File: src/rtl/fu_sub_nibser.sv
// Nibble-serial subtractor: din1 - din2 computed one 4-bit carry-lookahead nibble per clock, with borrow/overflow/zero flags.
// Latency: start sampled at edge E0 -> done pulses after edge E0+N (N = WIDTH/4); one op per N+1 cycles back-to-back.
// Backpressure: none; start is ignored while busy, with no queueing. Optional slt output when FU_SUB_SLT_EN is defined.
module fu_sub_nibser #(
    parameter int WIDTH = 32
) (
    input  logic             clk,
    input  logic             rst_n,
    input  logic             start,
    input  logic [WIDTH-1:0] din1,
    input  logic [WIDTH-1:0] din2,
    output logic             busy,
    output logic             done,
    output logic [WIDTH-1:0] dout,
    output logic             borrow_out,
    output logic             overflow,
    output logic             zero
`ifdef FU_SUB_SLT_EN
    ,
    output logic             slt
`endif
);

    localparam int N  = WIDTH / 4;
    localparam int CW = (N > 1) ? $clog2(N) : 1;

    localparam logic [0:0] S_IDLE = 1'b0;
    localparam logic [0:0] S_RUN  = 1'b1;

    logic [0:0]       state_q, state_d;
    logic [CW-1:0]    cnt_q;
    logic             carry_q;
    logic [WIDTH-1:0] op1_q;
    logic [WIDTH-1:0] op2_q;      // holds ~din2
    logic [WIDTH-1:0] acc_q;      // lower nibbles accumulated during RUN
    logic [WIDTH-1:0] dout_q;
    logic             done_q;
    logic             borrow_q;
    logic             ovf_q;
    logic             zero_q;
    logic             slt_q;

    logic [3:0]       a_nib, b_nib, p, g, sum_nib;
    logic [4:0]       c;
    logic [WIDTH-1:0] res_full;
    logic             last;
    logic             ovf_nib;

    // Select the current nibble of both operands and run the 4-bit carry-lookahead add.
    always_comb begin
        a_nib = '0;
        b_nib = '0;
        for (int k = 0; k < N; k++) begin
            if (cnt_q == CW'(k)) begin
                a_nib = op1_q[k*4 +: 4];
                b_nib = op2_q[k*4 +: 4];
            end
        end
        p    = a_nib ^ b_nib;
        g    = a_nib & b_nib;
        c[0] = carry_q;
        c[1] = g[0] | (p[0] & c[0]);
        c[2] = g[1] | (p[1] & g[0]) | (p[1] & p[0] & c[0]);
        c[3] = g[2] | (p[2] & g[1]) | (p[2] & p[1] & g[0]) | (p[2] & p[1] & p[0] & c[0]);
        c[4] = g[3] | (p[3] & g[2]) | (p[3] & p[2] & g[1]) | (p[3] & p[2] & p[1] & g[0])
             | (p[3] & p[2] & p[1] & p[0] & c[0]);
        sum_nib = p ^ c[3:0];
        // Carry into the MSB bit vs carry out of it; meaningful on the last nibble only.
        ovf_nib = c[3] ^ c[4];
        last    = (cnt_q == CW'(N - 1));
    end

    // Merge the freshly computed nibble into the stored lower nibbles.
    always_comb begin
        res_full = acc_q;
        for (int k = 0; k < N; k++) begin
            if (cnt_q == CW'(k)) begin
                res_full[k*4 +: 4] = sum_nib;
            end
        end
    end

    // Next-state decode: accept start only in IDLE, leave RUN after the final nibble.
    always_comb begin
        state_d = state_q;
        case (state_q)
            S_IDLE:  if (start) state_d = S_RUN;
            S_RUN:   if (last)  state_d = S_IDLE;
            default: state_d = S_IDLE;
        endcase
    end

    // Operand capture, per-nibble carry ripple, and flag/result update on the final edge.
    always_ff @(posedge clk or negedge rst_n) begin
        if (!rst_n) begin
            state_q  <= S_IDLE;
            cnt_q    <= '0;
            carry_q  <= 1'b0;
            op1_q    <= '0;
            op2_q    <= '0;
            acc_q    <= '0;
            dout_q   <= '0;
            done_q   <= 1'b0;
            borrow_q <= 1'b0;
            ovf_q    <= 1'b0;
            zero_q   <= 1'b0;
            slt_q    <= 1'b0;
        end else begin
            state_q <= state_d;
            done_q  <= 1'b0;
            if (state_q == S_IDLE) begin
                if (start) begin
                    op1_q   <= din1;
                    op2_q   <= ~din2;
                    carry_q <= 1'b1;
                    cnt_q   <= '0;
                end
            end else begin
                acc_q   <= res_full;
                carry_q <= c[4];
                if (last) begin
                    cnt_q    <= '0;
                    dout_q   <= res_full;
                    borrow_q <= ~c[4];
                    ovf_q    <= ovf_nib;
                    zero_q   <= (res_full == '0);
                    slt_q    <= ovf_nib ^ sum_nib[3];
                    done_q   <= 1'b1;
                end else begin
                    cnt_q <= cnt_q + CW'(1);
                end
            end
        end
    end

    assign busy       = (state_q == S_RUN);
    assign done       = done_q;
    assign dout       = dout_q;
    assign borrow_out = borrow_q;
    assign overflow   = ovf_q;
    assign zero       = zero_q;

`ifdef FU_SUB_SLT_EN
    assign slt = slt_q;
`else
    logic unused_slt;
    assign unused_slt = slt_q;
`endif

endmodule
File: config.mk
export PLATFORM = sky130hd
export DESIGN_NAME = fu_sub_nibser
export DESIGN_NICKNAME = d
export VERILOG_FILES = /design/src/rtl/fu_sub_nibser.sv
export SDC_FILE = /design/constraint.sdc
export NUM_CORES = 1
export LEC_CHECK = 0
export CELL_PAD_IN_SITES_DETAIL_PLACEMENT = 2
export CELL_PAD_IN_SITES_GLOBAL_PLACEMENT = 2
export CORE_UTILIZATION = 35
export DETAILED_ROUTE_END_ITERATION = 7
export PLACE_DENSITY = 0.91
export RECOVER_POWER = 100
export SKIP_LAST_GASP = 1
export SYNTH_ARGS = -nofsm -noshare
export SYNTH_HDL_FRONTEND = slang
export SYNTH_SLANG_ARGS = --single-unit
File: constraint.sdc
create_clock -name clk -period 8.6 [get_ports clk]
set_input_delay 0.86 -clock clk [delete_from_list [all_inputs] [get_ports clk]]
set_output_delay 0.86 -clock clk [all_outputs]
set_load 0.005 [all_outputs]
Fig. 1: wires at chosen ports, followed through buffers
The bar under the picture is 50 um long.
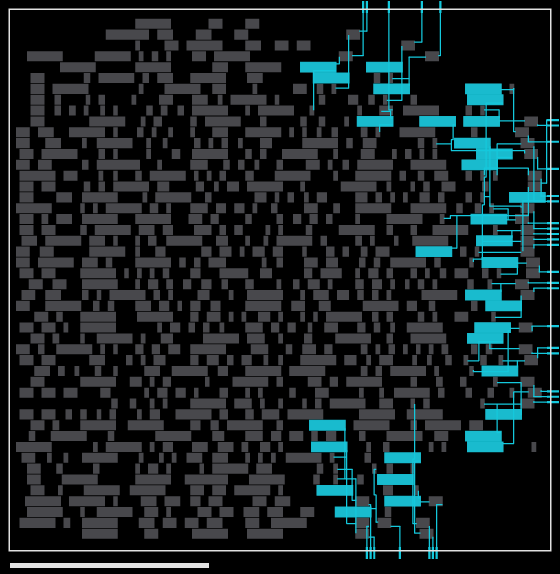
color	port	direction	end cells	buffers	wire
cyan	`dout`	output	32	32	837 um
I/O Pins: 104
port bufs: 103

Fig. 2: clock wiring as the flow saved it
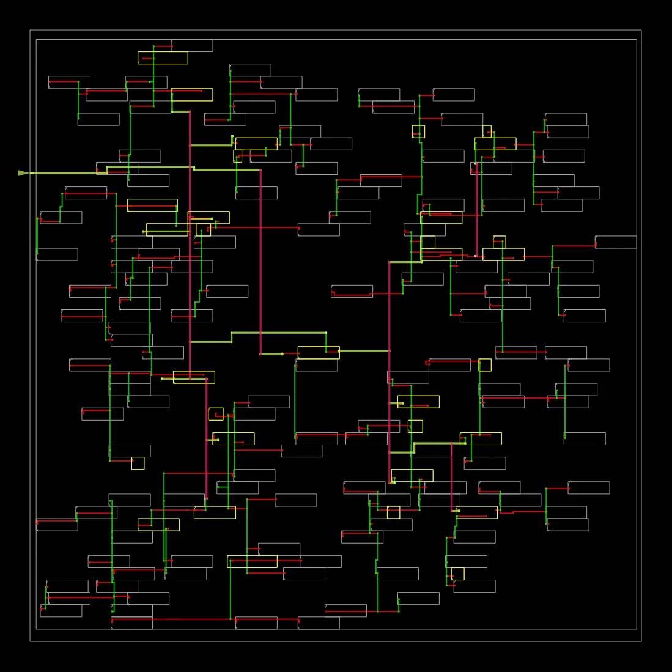
skew final: 0.01267 ns
CTS Sinks: 133
Clk. pwr: 0.000753 W

==> reports/qor.yml <==
setup_tns_ns: 0
synth_top_area_share_pct: 53.46
routed_via_density: 5.399
yosysWarnings: 0
mux_share_pct: 8.702
post-route-cell-area_um2: 7956
syn-num-nets: 723
cp_slowest_cell: "fa_1"
period_minus_slack_ns: 5.290
worstSkewPairLatency_ns: 0.43
htreeDepth: 4
layout.area.comb_um2: 2665
worst_path_largest_cell_delay_ns: 1.02
synthXorXnorAreaFrac_pct: 0.6833
crit_chain: "inv_1, ha_1, nor2_1, o211ai_1, a31oi_1, o21ai_0, fa_1, inv_1, o41a_1, a221oi_2, o2111ai_1, o21ai_0"
lay_top_count: "nand2_1"
ys_cells: 645
maxSlewHeadroom_pct: -132.0
cp_max_fo: 24
fa_ha_area_share_pct: 2.331
rows: 48
whs_ns: 0.4731
status: "complete, but fails checks"
leakagePower_nw: 3.485
mostFrequentLayoutCells: "nand2_1 (139), dfrtp_1 (133), o21ai_0 (112)"
cp-end-kind: "flop"
edf_count: 0
avgSynthCellArea_um2: 9.653
worstMarginPinSlew_ns: 3.480
max-vdd-ir-drop_uv: 258.7
instances_no_fill: 966
syn_area_um2: 6226
chipHeight_um: 135.4
warnings: 30
ys_seq_share_pct: 53.46
drtIter0Drc: 194
hold_buffers: 0
ff2ff_path_depth: 12
area_leaders: "dfrtp_1 (53%), o21ai_0 (8.8%), nand2_1 (8.4%)"
antenna_found_initial: 1
hold_viol: 0
ys_async_sr_fraction_pct: 100.0
placed_area_um2: 7385
dieArea_um2: 18330
maxCapViolCount: 3
slew_viol_final: 225
fill_cells: 1812
yosys_area_um2: 6226
top_cells_by_count: "nand2_1 (139), dfrtp_1 (133), o21ai_0 (110)"
setup_viol: 0
die_w_um: 135.4
critical_path_class: "flop to flop"
synth_top_flop_cell: "dfrtp_1"
grt_max_degree: 98
synth_compound_gate_area_share_pct: 17.30
synth_cell_type_count: 46
postRouteAntennaNets: 0
fin_crit_sh_pct: 61.52
dp_hpwl_um: 13960
syn_inst: 645
whs_path_depth: 2
worstSetupStartpointType: "flop"
final_nets: 805
p_total_w: 0.004005
ys_ff: 133
ys_sh_simple_pct: 14.09
cts-root-buf: "clkbuf_16"
drive_gt1_share_pct: 8.784
max_freq_ghz: 0.1890
fp-utilization_pct: 35.87
synthTopLogicFamily: "AND-OR/OR-AND gates"
cts_made_buffers: 17
grt_pass1_wl_um: 33090
grt_overflow_total: 0
fp.coreArea_um2: 17360
grt_pass1_vias: 5932
post_cts_buffers: 0
clk_pin_slew_ns: 0.06
cts.path.max_buffers: 2
power_density_nw_per_um2: 503.4
top_area_cell: "dfrtp_1"
gp_congestion: 0.8567
violations: "max-capacitance violations, max-slew violations"
top_cell: "nand2_1"
post-route-drc-count: 0
regToRegSetupSlack_ns: 3.31
worstHoldPathType: "flop to flop"
post-place-ws_ns: 3.600
drtPass1Iterations: 4
cts_resized: 0
timing.final.ws_setup_ns: 3.310
rsz0062_at_grt: "false"
cts_tree: "done"
area_delta_synth_final_pct: 27.79
place_inst: 933
cp.required_ns: 8.93
cp_data_arrival_time_ns: 5.62
Fig. 3: sequential cells colored by netlist name
The bar under the picture is 50 um long.
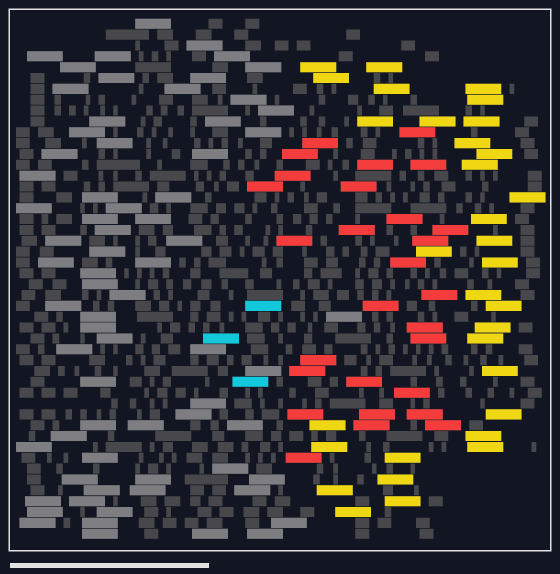
color	signal	placed flops
red	`acc_q`	28
yellow	`dout`	32
cyan	`cnt_q`	3
not colored	70
fin util: 45.84%
seq pwr: 0.00116 W
Register Area: 3328 um2
flop share of the area: 41.83%

Fig. 4: metal layers overlaid
Two of the layers only.
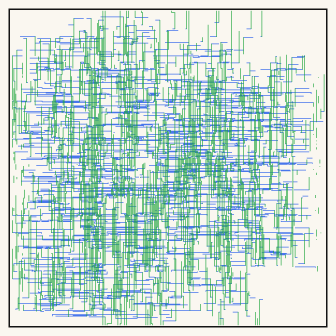
color	layer	wire length
green	M2	10600 um
blue	M1	8430 um
gr usage total: 24.19%
total wire length: 20310 um
DR vias: 5215
drt wl/cell: 21.03 um

area by class of cell:
class                   instances  area share [%]
clock buffers                  17           5.347
repair buffers                105           13.02
clock inverters                15           2.265
flip-flops and latches        133           41.83
diodes                          1         0.03145
inverters                      10          0.4718
well taps                     225           3.538
multi-input cells             460           33.50
metal layers:
layer | up-vias | global-route usage [%] | wire length [um]
met5 | - | 0 | 0
met2 | 134 | 42.62 | 10560
met1 | 2629 | 28.86 | 8425
met3 | 45 | 4.227 | 696
met4 | 0 | 10.49 | 629
li1 | 2407 | - | -
registers in the layout (all words and copies together) (netlist names):
name / count
acc_q: 28
borrow_out: 1
busy: 1
carry_q: 1
cnt_q: 3
done: 1
dout: 32
op1_q: 32
op2_q: 32
overflow: 1
zero: 1
power by group:
group          leakage [nW]  switching [W]  internal, W  total [W]
sequential             1.65       0.000239     0.000921    0.00116
combinational          1.56        0.00137     0.000716    0.00209
clock                 0.278       0.000297     0.000456   0.000753
cells by family (layout without fill, tap and decap cells):
logic type / after synthesis / in the layout
compound gates: 186 / 186
fa+ha+maj: 11 / 11
mux: 50 / 50
simple gates: 209 / 209
buf+inv: 52 / 147
flops: 133 / 133
other cells: 0 / 1
xor+xnor: 4 / 4
final timing paths:
kind,endpoint,startpoint
max reg2reg,zero,cnt_q[2]
max,zero,cnt_q[2]
max in group asynchronous,op1_q[20],rst_n
min,dout[0],dout[0]
min reg2reg,dout[0],dout[0]
min in group asynchronous,dout[6],rst_n
critical path: cells and delay by family, from the launching register on:
family	cells	cell delay (ns)
buf+inv	2	0.48
fa+ha+maj	2	1.58
simple gates	1	0.56
flops	1	0.83
compound gates	7	1.71
No activity file was given, so power comes from the tool's default toggle rates.
